**config.mk**
```make
export PLATFORM = sky130hd
export DESIGN_NAME = uart_bus_responder
export DESIGN_NICKNAME = d
export VERILOG_FILES = /design/src/rtl/uart_bus_responder.sv
export SDC_FILE = /design/constraint.sdc
export NUM_CORES = 1
export LEC_CHECK = 0
export ABC_AREA = 1
export CORE_UTILIZATION = 51
export DETAILED_ROUTE_END_ITERATION = 7
export MAX_ROUTING_LAYER = met4
export PLACE_DENSITY = 0.89
export SYNTH_ARGS = -nofsm -noshare
export SYNTH_HDL_FRONTEND = slang
export SYNTH_SLANG_ARGS = --single-unit
```
**constraint.sdc**
```tcl
create_clock -name clk -period 2.77 [get_ports clk]
set_clock_uncertainty 0.05 [all_clocks]
set_input_delay 0.6925 -clock clk [delete_from_list [all_inputs] [get_ports clk]]
set_output_delay 0.6925 -clock clk [all_outputs]
set_load 0.05 [all_outputs]
```
**src/rtl/uart_bus_responder.sv**
```systemverilog
// Memory-mapped 8N1 UART (TXD/RXD/CON) on the CPU load/store peripheral bus,
// with a level interrupt and OR-mergeable read data.
`timescale 1ns/1ps
module uart_bus_responder #(
    parameter int unsigned BAUD_DIV = 5208,
    parameter logic [31:0] BASE     = 32'h40000018
) (
    input  logic        clk,
    input  logic        reset,
    input  logic        rd,
    input  logic        wr,
    input  logic [31:0] addr,
    input  logic [31:0] wdata,
    output logic [31:0] rdata,
    input  logic        uart_rx,
    output logic        uart_tx,
    output logic        irqout
);

    localparam int CNT_W = $clog2(BAUD_DIV);
    localparam logic [CNT_W-1:0] BIT_LAST  = CNT_W'(BAUD_DIV - 1);
    localparam logic [CNT_W-1:0] HALF_LAST = CNT_W'(BAUD_DIV / 2 - 1);

    typedef enum logic [1:0] {TX_IDLE, TX_START, TX_DATA, TX_STOP} tx_state_t;
    typedef enum logic [1:0] {RX_IDLE, RX_START, RX_DATA, RX_STOP} rx_state_t;

    logic sel_txd, sel_rxd, sel_con;
    logic wr_txd, wr_con, rd_rxd, rd_con;
    logic unused_wdata_bits;

    assign sel_txd = (addr == BASE);
    assign sel_rxd = (addr == BASE + 32'd4);
    assign sel_con = (addr == BASE + 32'd8);
    assign wr_txd  = wr & sel_txd;
    assign wr_con  = wr & sel_con;
    assign rd_rxd  = rd & sel_rxd;
    assign rd_con  = rd & sel_con;
    assign unused_wdata_bits = ^wdata[31:8];

    tx_state_t        tx_state_q, tx_state_d;
    logic [CNT_W-1:0] tx_cnt_q, tx_cnt_d;
    logic [2:0]       tx_idx_q, tx_idx_d;
    logic [7:0]       tx_byte_q, tx_byte_d;
    logic             tx_line_q, tx_line_d;
    logic             tx_done_q, tx_done_d;
    logic             tx_irq_en_q, tx_irq_en_d;
    logic             rx_irq_en_q, rx_irq_en_d;
    logic             tx_busy, tx_bit_end, tx_finish;

    rx_state_t        rx_state_q, rx_state_d;
    logic [CNT_W-1:0] rx_cnt_q, rx_cnt_d;
    logic [2:0]       rx_idx_q, rx_idx_d;
    logic [7:0]       rx_shift_q, rx_shift_d;
    logic [7:0]       rx_byte_q, rx_byte_d;
    logic             rx_armed_q, rx_armed_d;
    logic             rx_valid_q, rx_valid_d;
    logic             rx_overrun_q, rx_overrun_d;
    logic             frame_err_q, frame_err_d;
    logic             rx_meta_q, rx_s_q;
    logic             rx_bit_end, rx_store, frame_set;

    assign tx_busy    = (tx_state_q != TX_IDLE);
    assign tx_bit_end = (tx_cnt_q == BIT_LAST);
    assign rx_bit_end = (rx_cnt_q == BIT_LAST);

    always_comb begin
        tx_state_d = tx_state_q;
        tx_cnt_d   = tx_cnt_q;
        tx_idx_d   = tx_idx_q;
        tx_byte_d  = tx_byte_q;
        tx_line_d  = tx_line_q;
        tx_finish  = 1'b0;
        if (tx_state_q != TX_IDLE) begin
            tx_cnt_d = tx_bit_end ? '0 : tx_cnt_q + 1'b1;
        end
        case (tx_state_q)
            TX_IDLE: begin
                // A write landing on the edge where busy drops sees the old state and is dropped.
                if (wr_txd) begin
                    tx_byte_d  = wdata[7:0];
                    tx_state_d = TX_START;
                    tx_line_d  = 1'b0;
                    tx_cnt_d   = '0;
                end
            end
            TX_START: begin
                if (tx_bit_end) begin
                    tx_state_d = TX_DATA;
                    tx_idx_d   = 3'd0;
                    tx_line_d  = tx_byte_q[0];
                end
            end
            TX_DATA: begin
                if (tx_bit_end) begin
                    if (tx_idx_q == 3'd7) begin
                        tx_state_d = TX_STOP;
                        tx_line_d  = 1'b1;
                    end else begin
                        tx_idx_d  = tx_idx_q + 3'd1;
                        tx_line_d = tx_byte_q[tx_idx_q + 3'd1];
                    end
                end
            end
            TX_STOP: begin
                if (tx_bit_end) begin
                    tx_state_d = TX_IDLE;
                    tx_finish  = 1'b1;
                end
            end
            default: tx_state_d = TX_IDLE;
        endcase
    end

    always_comb begin
        rx_state_d = rx_state_q;
        rx_cnt_d   = rx_cnt_q;
        rx_idx_d   = rx_idx_q;
        rx_shift_d = rx_shift_q;
        rx_byte_d  = rx_byte_q;
        rx_armed_d = rx_armed_q;
        rx_store   = 1'b0;
        frame_set  = 1'b0;
        if (rx_state_q != RX_IDLE) begin
            rx_cnt_d = rx_cnt_q + 1'b1;
        end
        case (rx_state_q)
            RX_IDLE: begin
                // Arming requires a high line first, so a low line after reset or a bad frame is ignored.
                if (rx_armed_q && !rx_s_q) begin
                    rx_state_d = RX_START;
                    rx_cnt_d   = '0;
                    rx_armed_d = 1'b0;
                end else if (rx_s_q) begin
                    rx_armed_d = 1'b1;
                end
            end
            RX_START: begin
                if (rx_cnt_q == HALF_LAST) begin
                    rx_cnt_d   = '0;
                    rx_idx_d   = 3'd0;
                    rx_state_d = rx_s_q ? RX_IDLE : RX_DATA;
                end
            end
            RX_DATA: begin
                if (rx_bit_end) begin
                    rx_cnt_d   = '0;
                    rx_shift_d = {rx_s_q, rx_shift_q[7:1]};
                    if (rx_idx_q == 3'd7) begin
                        rx_state_d = RX_STOP;
                    end else begin
                        rx_idx_d = rx_idx_q + 3'd1;
                    end
                end
            end
            RX_STOP: begin
                if (rx_bit_end) begin
                    rx_cnt_d   = '0;
                    rx_state_d = RX_IDLE;
                    if (rx_s_q) begin
                        rx_store  = 1'b1;
                        rx_byte_d = rx_shift_q;
                    end else begin
                        frame_set = 1'b1;
                    end
                end
            end
            default: rx_state_d = RX_IDLE;
        endcase
    end

    // Sticky flags: a set on the same edge as the clearing read wins.
    always_comb begin
        tx_done_d    = tx_finish | (tx_done_q & ~rd_con);
        rx_valid_d   = rx_store | (rx_valid_q & ~rd_rxd);
        rx_overrun_d = (rx_store & rx_valid_q & ~rd_rxd) | (rx_overrun_q & ~rd_con);
        frame_err_d  = frame_set | (frame_err_q & ~rd_con);
        tx_irq_en_d  = wr_con ? wdata[0] : tx_irq_en_q;
        rx_irq_en_d  = wr_con ? wdata[1] : rx_irq_en_q;
    end

    always_ff @(posedge clk or negedge reset) begin
        if (!reset) begin
            tx_state_q   <= TX_IDLE;
            tx_cnt_q     <= '0;
            tx_idx_q     <= '0;
            tx_byte_q    <= '0;
            tx_line_q    <= 1'b1;
            tx_done_q    <= 1'b0;
            tx_irq_en_q  <= 1'b0;
            rx_irq_en_q  <= 1'b0;
            rx_state_q   <= RX_IDLE;
            rx_cnt_q     <= '0;
            rx_idx_q     <= '0;
            rx_shift_q   <= '0;
            rx_byte_q    <= '0;
            rx_armed_q   <= 1'b0;
            rx_valid_q   <= 1'b0;
            rx_overrun_q <= 1'b0;
            frame_err_q  <= 1'b0;
            rx_meta_q    <= 1'b0;
            rx_s_q       <= 1'b0;
        end else begin
            tx_state_q   <= tx_state_d;
            tx_cnt_q     <= tx_cnt_d;
            tx_idx_q     <= tx_idx_d;
            tx_byte_q    <= tx_byte_d;
            tx_line_q    <= tx_line_d;
            tx_done_q    <= tx_done_d;
            tx_irq_en_q  <= tx_irq_en_d;
            rx_irq_en_q  <= rx_irq_en_d;
            rx_state_q   <= rx_state_d;
            rx_cnt_q     <= rx_cnt_d;
            rx_idx_q     <= rx_idx_d;
            rx_shift_q   <= rx_shift_d;
            rx_byte_q    <= rx_byte_d;
            rx_armed_q   <= rx_armed_d;
            rx_valid_q   <= rx_valid_d;
            rx_overrun_q <= rx_overrun_d;
            frame_err_q  <= frame_err_d;
            rx_meta_q    <= uart_rx;
            rx_s_q       <= rx_meta_q;
        end
    end

    always_comb begin
        rdata = '0;
        if (rd) begin
            if (sel_txd) begin
                rdata = {24'b0, tx_byte_q};
            end else if (sel_rxd) begin
                rdata = {24'b0, rx_byte_q};
            end else if (sel_con) begin
                rdata = {25'b0, frame_err_q, rx_overrun_q, tx_busy, rx_valid_q,
                         tx_done_q, rx_irq_en_q, tx_irq_en_q};
            end
        end
    end

    assign uart_tx = tx_line_q;
    assign irqout  = (tx_irq_en_q & tx_done_q) | (rx_irq_en_q & rx_valid_q);

endmodule
```
==> results.json <==
{
  "power.share.sequential_pct": 41.5,
  "worst-setup-path-type": "input port to primary output",
  "p_clk_uw": 1010,
  "dp_cells": 731,
  "ant_nets": 0,
  "worst_r2r_path_depth": 9,
  "chip_area_um2": 9000,
  "layout_min_cycle_time_ns": 2.79,
  "top_cells_by_count": "136 x nand2_1, 87 x inv_1, 69 x dfrtp_1",
  "worstPathMaxFanout": 7,
  "cts_buffers": 9,
  "worstPathArrival_ns": 2.05,
  "rsz0062_at_grt": "true",
  "max_freq_ghz": 0.358,
  "stdcell_area_um2": 5560,
  "drive_gt1_share_pct": 30.3,
  "drt-initial-drc-count": 256,
  "syn_to_final_growth_pct": 26.3,
  "cp-start-kind": "input port",
  "simple_gate_share_pct": 31.7,
  "gp_congestion": 0.923,
  "overflow": 0,
  "core-area_um2": 8300,
  "crit_buf_inv": 6,
  "setup_ws_ns": -0.0236,
  "grt_max_degree": 71,
  "synthAoiAreaFrac_pct": 10.2,
  "whs_ns": 0.294,
  "num_rows": 33,
  "clkPwrFrac_pct": 36.4,
  "fillers": 596,
  "top_cell_area_share_pct": 39.2,
  "xor_share_pct": 1.99,
  "seq_area_frac_synth_pct": 39.8,
  "grt_pass1_vias": 3903,
  "synth_top_cell_by_count": "nand2_1",
  "cp_slowest_cell": "nor3_4",
  "worstReg2RegEnd": "tx_state_q[0]",
  "critical_path_required_ns": 2.03,
  "cp.depth": 11,
  "top_logic_kind": "simple AND/OR/NAND/NOR gates",
  "leakagePower_uw": 0.00285,
  "yosys_area_um2": 4400,
  "finalClockPeriodUsage_pct": 101,
  "pwr-share-comb_pct": 22.2,
  "cts_max_level": 3,
  "tightest_slew_ns": 0.646,
  "clk_pin_slew_ns": 0.08,
  "endpoint_kind": "primary output",
  "fin_tns_setup_ns": -0.0236,
  "hold_class": "input port to asynchronous set/reset pin",
  "pwr_density_cell_nw_per_um2": 499,
  "endpoint": "rdata[1]",
  "cp_cell_sequence": "clkbuf_2 > inv_2 > nand4_1 > nor3_4 > buf_6 > buf_6 > nand3_1 > nand3_1 > nand2_1 > inv_2 > buf_12",
  "antenna_found_initial": 0,
  "relSlewSlack_pct": 56.6,
  "failed_checks": "setup timing",
  "viasPerCell": 5.39,
  "largest_area_cell": "dfrtp_1",
  "cts_tree": "yes",
  "clock_latency_ns": 0.35,
  "dpl_worst_slack_ns": -0.352,
  "hold_buffers": 0,
  "ys_sh_adder_pct": 2.84,
  "grt_pass1_wl_um": 16500,
  "synth_cell_types": 43,
  "switching_share_pct": 31.5,
  "grt_usage_pct": 24.1,
  "comb_area_um2": 2380,
  "ir_drop_mv": 0.341,
  "fp.dieH_um": 94.9,
  "cts_sinks": 70,
  "hold_viol_final": 0,
  "power.group.top": "registers",
  "first_pass_iters": 4,
  "ys_async_sr_fraction_pct": 100,
  "regToRegSetupSlack_ns": 0.86,
  "drv_slew": 0,
  "vias": 4116,
  "synth_area_per_cell_um2": 7.72,
  "placed_area_um2": 5090,
  "ys_sh_mux_pct": 0,
  "cp_top_family": "simple AND/OR/NAND/NOR gates",
  "die_w_um": 94.9,
  "root_buffer": "clkbuf_8",
  "comb-power_uw": 614,
  "crit_start": "addr[26]",
  "nets": 733,
  "synthFlopType": "dfrtp_1",
  "ys_seq_elements": 70,
  "cap_violations": 0,
  "status": "finished, violations left",
  "p_int_uw": 1900,
  "crit_path_max_incr_delay_ns": 0.21,
  "diodes": 0,
  "drc": 0,
  "fp_util_pct": 53.0,
  "warning_count": 54,
  "syn-cell-area_um2": 4400,
  "yosys_cells": 570,
  "clockBufferDepth": 2,
  "setup_viol": 1,
  "dp_hpwl_um": 7000,
  "routed_wirelength_um": 10700,
  "edf_count": 0,
  "power_uw": 2770,
  "yosysWarnings": 0,
  "syn_inst": 570,
  "topCellsByArea": "dfrtp_1 39%, nand2_1 12%, inv_1 7.4%",
  "rr_startpoint": "tx_state_q[0]",
  "power.switching_uw": 872
}
## timing repair
action | 4_1_cts | 5_1_grt
cloned | 2 | 0
pin swaps | 35 | 38
hold endpoints to repair | 0 | 0
setup buffers | 11 | 4
setup endpoints to repair | 8 | 8
gates resized | 98 | 79
## cell usage in the layout (no fill, tap or decap), drive strengths merged, types with 2 or more instances in the layout
master         Yosys  layout
a21oi              5       5
o22ai              9       9
o211ai             2       2
clkbuf             1      34
nor2              57      57
clkdlybuf4s15      0       2
nand3             51      51
xor2              10      10
nand4             18      18
a22o               2       2
buf               31      42
bufinv             0       3
o21ai             49      49
a31oi              2       2
or2                2       2
conb               1      24
ha                10      10
nor3              11      11
dfrtp             69      69
clkdlybuf4s50      0      13
nor4               2       2
clkinv             0       3
inv               90      90
nand2            141     142
## per-layer routing
| metal | track usage (%) | share of wire (%) | up-vias |
|---|---|---|---|
| li1 | - | - | 1962 |
| met1 | 27.4 | 41 | 1939 |
| met2 | 39.9 | 50 | 182 |
| met3 | 5.31 | 6.2 | 33 |
| met4 | 12.2 | 2.8 | 0 |
| met5 | - | 0 | - |
## sequential cells by signal (all words and copies together), names as in the netlist, 2 cells and up, named ones only
register and flops:
rx_shift_q 8, tx_cnt_q 13, tx_byte_q 8, rx_idx_q 3, rx_cnt_q 13, rx_byte_q 8
tx_state_q 2, tx_idx_q 3
## cell type report
cell class | instances | share of cell area, %
Timing Repair Buffer | 81 | 12.7
Clock inverter | 6 | 1.96
Clock buffer | 10 | 2.48
Sequential cell | 70 | 31.5
Inverter | 90 | 6.08
Tap cell | 105 | 2.36
Multi-Input combinational cell | 402 | 42.9
Figure 1. Nets reached from selected ports.
Scale bar: 20 um.
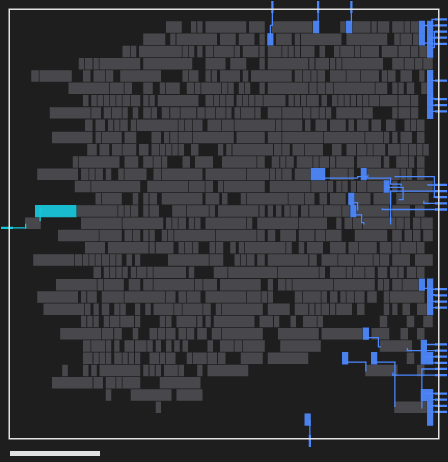
legend:
  uart_rx:
    colour: cyan
    bits: 1
    direction: input
    edge: left
    end_cells: 1
    wire: 7.00 um
  rdata:
    colour: blue
    bits: 32
    direction: output
    edge: 28 right, 3 top, 1 bottom
    end_cells: 32
    wire: 193 um
I/O Buffers: 54
I/O pins: 103

Figure 2. Routing congestion map.
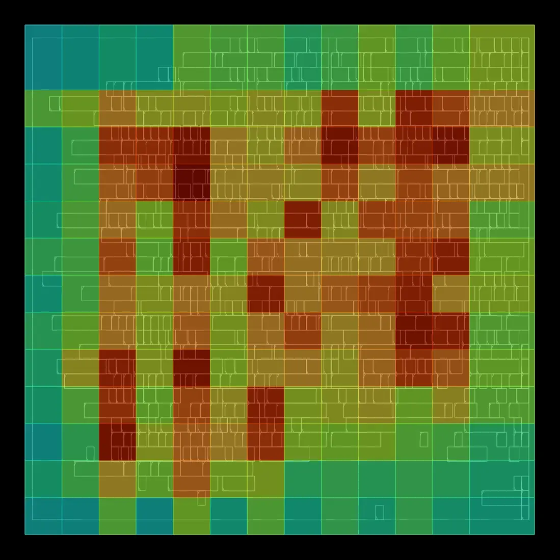
final core occ: 67.0%
per-cell routed wire length: 14.0 um
GRT met2 Usage: 39.9%

Figure 3. Gate-type map.
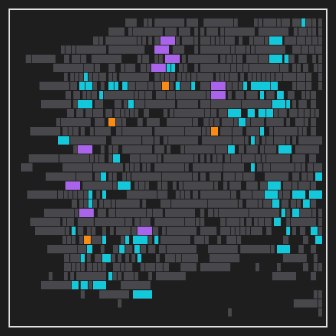
legend:
  AND and OR gates:
    colour: orange
    cells: 4
  NOR gates:
    colour: cyan
    cells: 71
  adder and majority cells:
    colour: purple
    cells: 10
most used logic cell in the final layout: nand2_1
final non-filler cell total: 764
Comb area share: 42.9%

Figure 4. Zoomed window.
Scale bar: 10 um. Window x 11 to 36, y 11 to 36 um. Cells in grey, sequential cells in the stronger grey; small squares are vias.
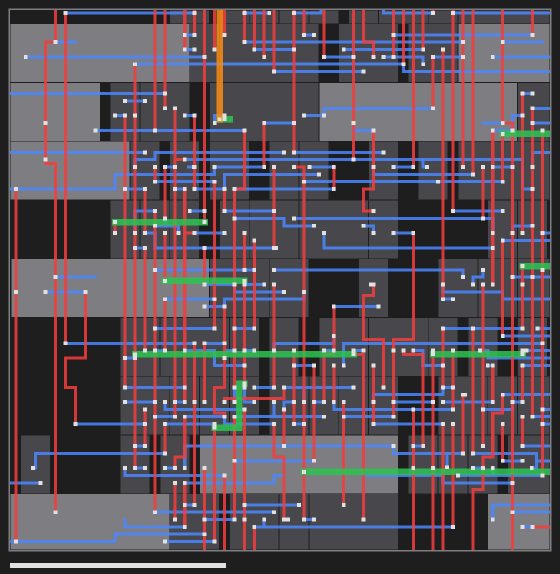
legend:
  met4:
    colour: orange
  met2:
    colour: red
  met3:
    colour: green
  met1:
    colour: blue
cells with their middle in the window: 68
sequential cells in the window: 6
most frequent: nand2_1 (20), inv_1 (9), dfrtp_1 (6)
netlist names of flops here include: rx_cnt_q (5), rx_idx_q (1)

Figure 5. Register map, names as in the netlist.
Scale bar: 20 um.
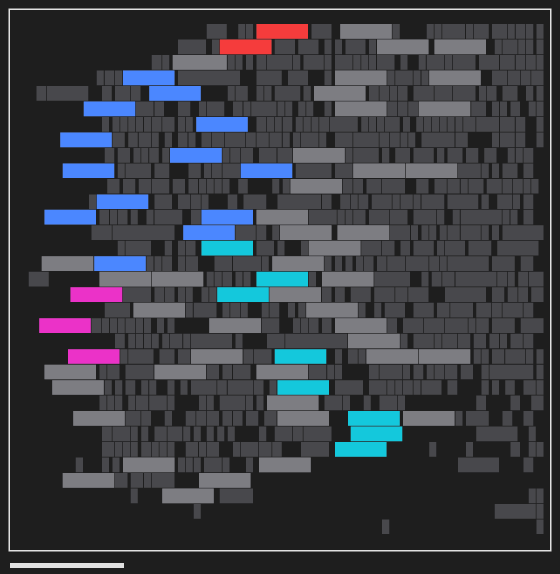
legend:
  tx_cnt_q:
    colour: blue
    sequential_cells: 13
  tx_state_q:
    colour: red
    sequential_cells: 2
  rx_idx_q:
    colour: magenta
    sequential_cells: 3
  rx_shift_q:
    colour: cyan
    sequential_cells: 8
not coloured: 44
flop share of the area: 31.5%
Seq power: 1150 uW
register area: 1750 um^2

No activity file was given, so power comes from the tool's default toggle rates.
